===== src/rtl/serial_sub_ctrl.sv =====
// Bit-serial subtractor controller: one full-subtractor step per clock, LSB first.
// Optional signed-overflow output enabled by defining SERIAL_SUB_OVF_EN.
module serial_sub_ctrl #(
    parameter int WIDTH = 8
) (
    input  logic             clk,
    input  logic             rst,
    input  logic             start,
    input  logic [WIDTH-1:0] a,
    input  logic [WIDTH-1:0] b,
    input  logic             borrow_in,
    output logic             busy,
    output logic             done,
    output logic [WIDTH-1:0] diff,
    output logic             borrow_out
`ifdef SERIAL_SUB_OVF_EN
    ,
    output logic             ovf
`endif
);

    localparam int CW = $clog2(WIDTH) + 1;
    localparam logic [CW-1:0] LAST_BIT = CW'(WIDTH - 1);

    localparam logic [1:0] S_IDLE = 2'd0;
    localparam logic [1:0] S_LOAD = 2'd1;
    localparam logic [1:0] S_RUN  = 2'd2;
    localparam logic [1:0] S_DONE = 2'd3;

    logic [1:0]       state;
    logic [WIDTH-1:0] a_sh;
    logic [WIDTH-1:0] b_sh;
    logic [CW-1:0]    cnt;
    logic             br;

    logic             x;
    logic             y;
    logic             d;
    logic             br_next;

`ifdef SERIAL_SUB_OVF_EN
    logic             a_msb;
    logic             b_msb;
`endif

    // Full-subtractor cell applied to the current LSBs and the rippled borrow.
    always_comb begin
        x       = a_sh[0];
        y       = b_sh[0];
        d       = x ^ y ^ br;
        br_next = (~x & y) | (~(x ^ y) & br);
    end

    assign busy = (state == S_LOAD) || (state == S_RUN);
    assign done = (state == S_DONE);

    always_ff @(posedge clk) begin
        if (rst) begin
            state      <= S_IDLE;
            a_sh       <= '0;
            b_sh       <= '0;
            cnt        <= '0;
            br         <= 1'b0;
            diff       <= '0;
            borrow_out <= 1'b0;
`ifdef SERIAL_SUB_OVF_EN
            a_msb      <= 1'b0;
            b_msb      <= 1'b0;
            ovf        <= 1'b0;
`endif
        end else begin
            case (state)
                S_IDLE: begin
                    if (start) begin
                        a_sh  <= a;
                        b_sh  <= b;
                        br    <= borrow_in;
                        cnt   <= '0;
`ifdef SERIAL_SUB_OVF_EN
                        a_msb <= a[WIDTH-1];
                        b_msb <= b[WIDTH-1];
`endif
                        state <= S_LOAD;
                    end
                end
                S_LOAD: begin
                    diff  <= '0;
`ifdef SERIAL_SUB_OVF_EN
                    ovf   <= 1'b0;
`endif
                    state <= S_RUN;
                end
                S_RUN: begin
                    diff <= {d, diff[WIDTH-1:1]};
                    a_sh <= a_sh >> 1;
                    b_sh <= b_sh >> 1;
                    br   <= br_next;
                    cnt  <= cnt + CW'(1);
                    // The final bit's d is the result MSB, so borrow and overflow settle here.
                    if (cnt == LAST_BIT) begin
                        borrow_out <= br_next;
`ifdef SERIAL_SUB_OVF_EN
                        ovf        <= (a_msb != b_msb) && (d != a_msb);
`endif
                        state      <= S_DONE;
                    end
                end
                S_DONE: begin
                    state <= S_IDLE;
                end
                default: begin
                    state <= S_IDLE;
                end
            endcase
        end
    end

endmodule

===== config.mk =====
export PLATFORM = sky130hd
export DESIGN_NAME = serial_sub_ctrl
export DESIGN_NICKNAME = d
export VERILOG_FILES = /design/src/rtl/serial_sub_ctrl.sv
export SDC_FILE = /design/constraint.sdc
export NUM_CORES = 1
export LEC_CHECK = 0
export CORE_ASPECT_RATIO = 0.9
export CORE_MARGIN = 3
export CORE_UTILIZATION = 40
export DETAILED_ROUTE_END_ITERATION = 8
export PLACE_DENSITY = 0.71
export SLEW_MARGIN = 20
export SYNTH_ARGS = -nofsm -noshare
export SYNTH_HDL_FRONTEND = slang
export SYNTH_SLANG_ARGS = --single-unit

===== constraint.sdc =====
create_clock -name clk -period 2.75 [get_ports clk]
set_clock_uncertainty 0.2 [all_clocks]
set_input_delay 0.55 -clock clk [delete_from_list [all_inputs] [get_ports clk]]
set_output_delay 0.55 -clock clk [all_outputs]
set_load 0.01 [all_outputs]

==> images/m1.png <==
Bar = 20 um.
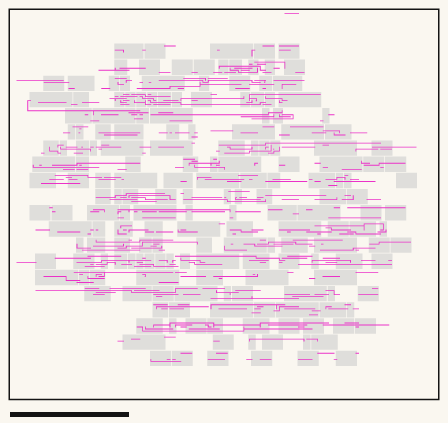
The longest straight run is 19.8 um. 187 nets have wire on it.
final wirelength: 3.15 mm
DR vias: 1218

==> images/m2.png <==
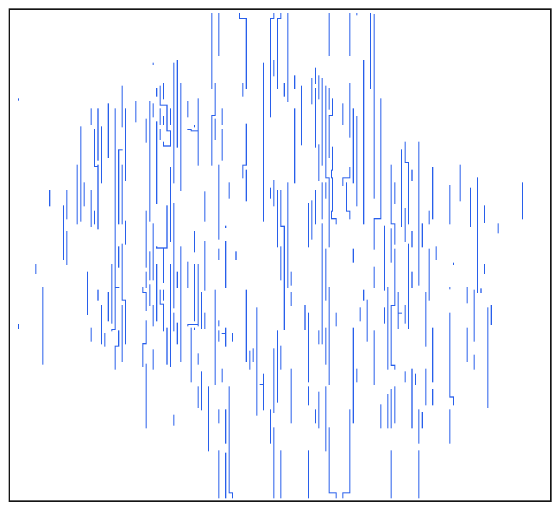
The layer holds 49% of the routed length. 183 nets have wire on it. The layer carries 1550 um of wire. The longest straight run is 29.4 um.
M2 GR Usage: 24.4%

==> images/m3.png <==
Bar = 20 um.
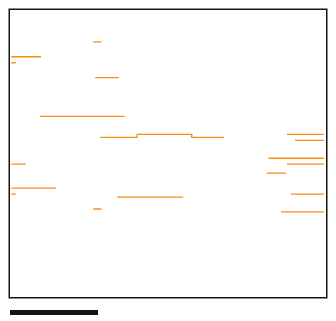
15 nets have wire on it. The longest straight run is 19.1 um. The layer carries 147 um of wire.
GR Util met3: 3.67%

==> images/sizing.png <==
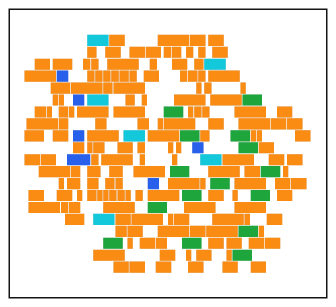
Key: orange = x1 and smaller [cells 162, share 86%]; blue = x3 and x4 [cells 6, share 3.2%]; green = x2 [cells 15, share 7.9%]; cyan = x6 and larger [cells 6, share 3.2%]

==> impl_metrics.py <==
# Physical implementation metrics
metrics = {
    "layout": {
        "nMultiInputCombCells": 110,
        "clkbuf_count": 8,
        "sh_comb_area_pct": 42.0,
        "buffers": 35,
        "clkCellAreaFrac_pct": 4.59,
        "finalNonFillerCells": 233,
        "inverters_excl_clock": 4,
        "design.seq.count": 32,
        "final_nets": 213,
        "nFillCells": 316,
        "ff_latch_area_um2": 641,
        "lay_top_count": "dfxtp_1",
        "area_delta_synth_final_pct": 25.1,
        "diodes": 0,
    },
    "synth": {
        "synth_top_cell_by_area": "dfxtp_1",
        "synth.logic.top_family": "AND-OR/OR-AND gates",
        "avgSynthCellArea_um2": 9.92,
        "synth_sequential_area_ratio_pct": 40.9,
        "yosysWarnings": 0,
        "flop_cell": "dfxtp_1",
        "top_cell": "dfxtp_1",
        "synth_flops": 32,
        "yosys.stat.chipArea_um2": 1570,
        "netlist_instances": 158,
        "synth.top_cell.area_share_pct": 40.9,
    },
    "die": {
        "die_w_um": 72.0,
        "io_pins": 31,
        "core_um2": 3550,
        "rows": 20,
        "num_tap_cells": 44,
    },
    "place": {
        "portBuffers": 30,
        "post-place-ws_ns": 0.657,
        "dpl_cell_area_um2": 1870,
    },
    "routing": {
        "met3WireLength_um": 147,
        "detail_route.vias_per_cell": 5.23,
        "wl_per_cell_um": 13.5,
        "wl_met2_mm": 1.55,
        "dr.max_layer_used": "met4",
    },
    "final_timing": {
        "tightest_slew_ns": 0.505,
        "rsz0062_at_grt": "false",
        "max_freq_ghz": 0.436,
        "finalCritPeriodShare_pct": 83.4,
        "finalSetupViolCount": 0,
        "timing_hold_violations_final": 0,
        "min_period_ns": 2.29,
        "setup_ws_ns": 0.456,
        "slew_viol_final": 0,
        "slew_headroom_pct": 65.3,
    },
    "power": {
        "pg_comb_uw": 606,
        "power_frac_comb_pct": 38.3,
        "sequentialPower_uw": 604,
        "p_clk_share_pct": 23.4,
        "total_power_uw": 1580,
        "intPower_uw": 1030,
    },
    "cts": {
        "cts_tree": "yes",
        "cts_setup_buffers": 0,
        "cts_buffers": 5,
        "clk_latency_ns": 0.28,
        "htree_levels": 2,
        "clock-root-buffer": "clkbuf_8",
        "clk_pin_slew_ns": 0.06,
        "post_cts_resized": 0,
        "cts.sinks": 32,
    },
    "status": {
        "status": "finished clean",
    },
    "setup_path": {
        "cp.arrival_ns": 1.54,
        "worst-setup-path-type": "register to primary output",
        "path_max_fanout": 4,
        "critPathLaunchType": "register",
    },
    "worst_hold_path": {
        "hold_class": "register to register",
    },
    "grt": {
        "grtUsageMet1_pct": 17.6,
    },
}
## critical path, cell delays in order, from the launching register on
cell and delay (ns):
dfxtp_1 0.38, inv_1 0.06, ha_1 0.29, clkdlybuf4s50_1 0.53
## kinds of logic after synthesis
group | count (synthesis)
simple gates | 54
compound gates | 34
flops | 32
mux | 17
buf+inv | 16
fa+ha+maj | 5
## final timing paths
| path | start | to | slack [ns] | depth (start not counted) |
|---|---|---|---|---|
| max | state[1] | busy | 0.46 | 3 |
| min | br | br | 0.26 | 2 |
| max reg2reg | state[0] | b_sh[5] | 0.81 | 6 |
| min reg2reg | br | br | 0.26 | 2 |
## sequential cells by signal (all words and copies together), names as in the netlist
name and count:
a_sh 8, b_sh 8, br 1, borrow_out 1
state 2, cnt 4, diff 8
Power and IR drop assume default switching activity.
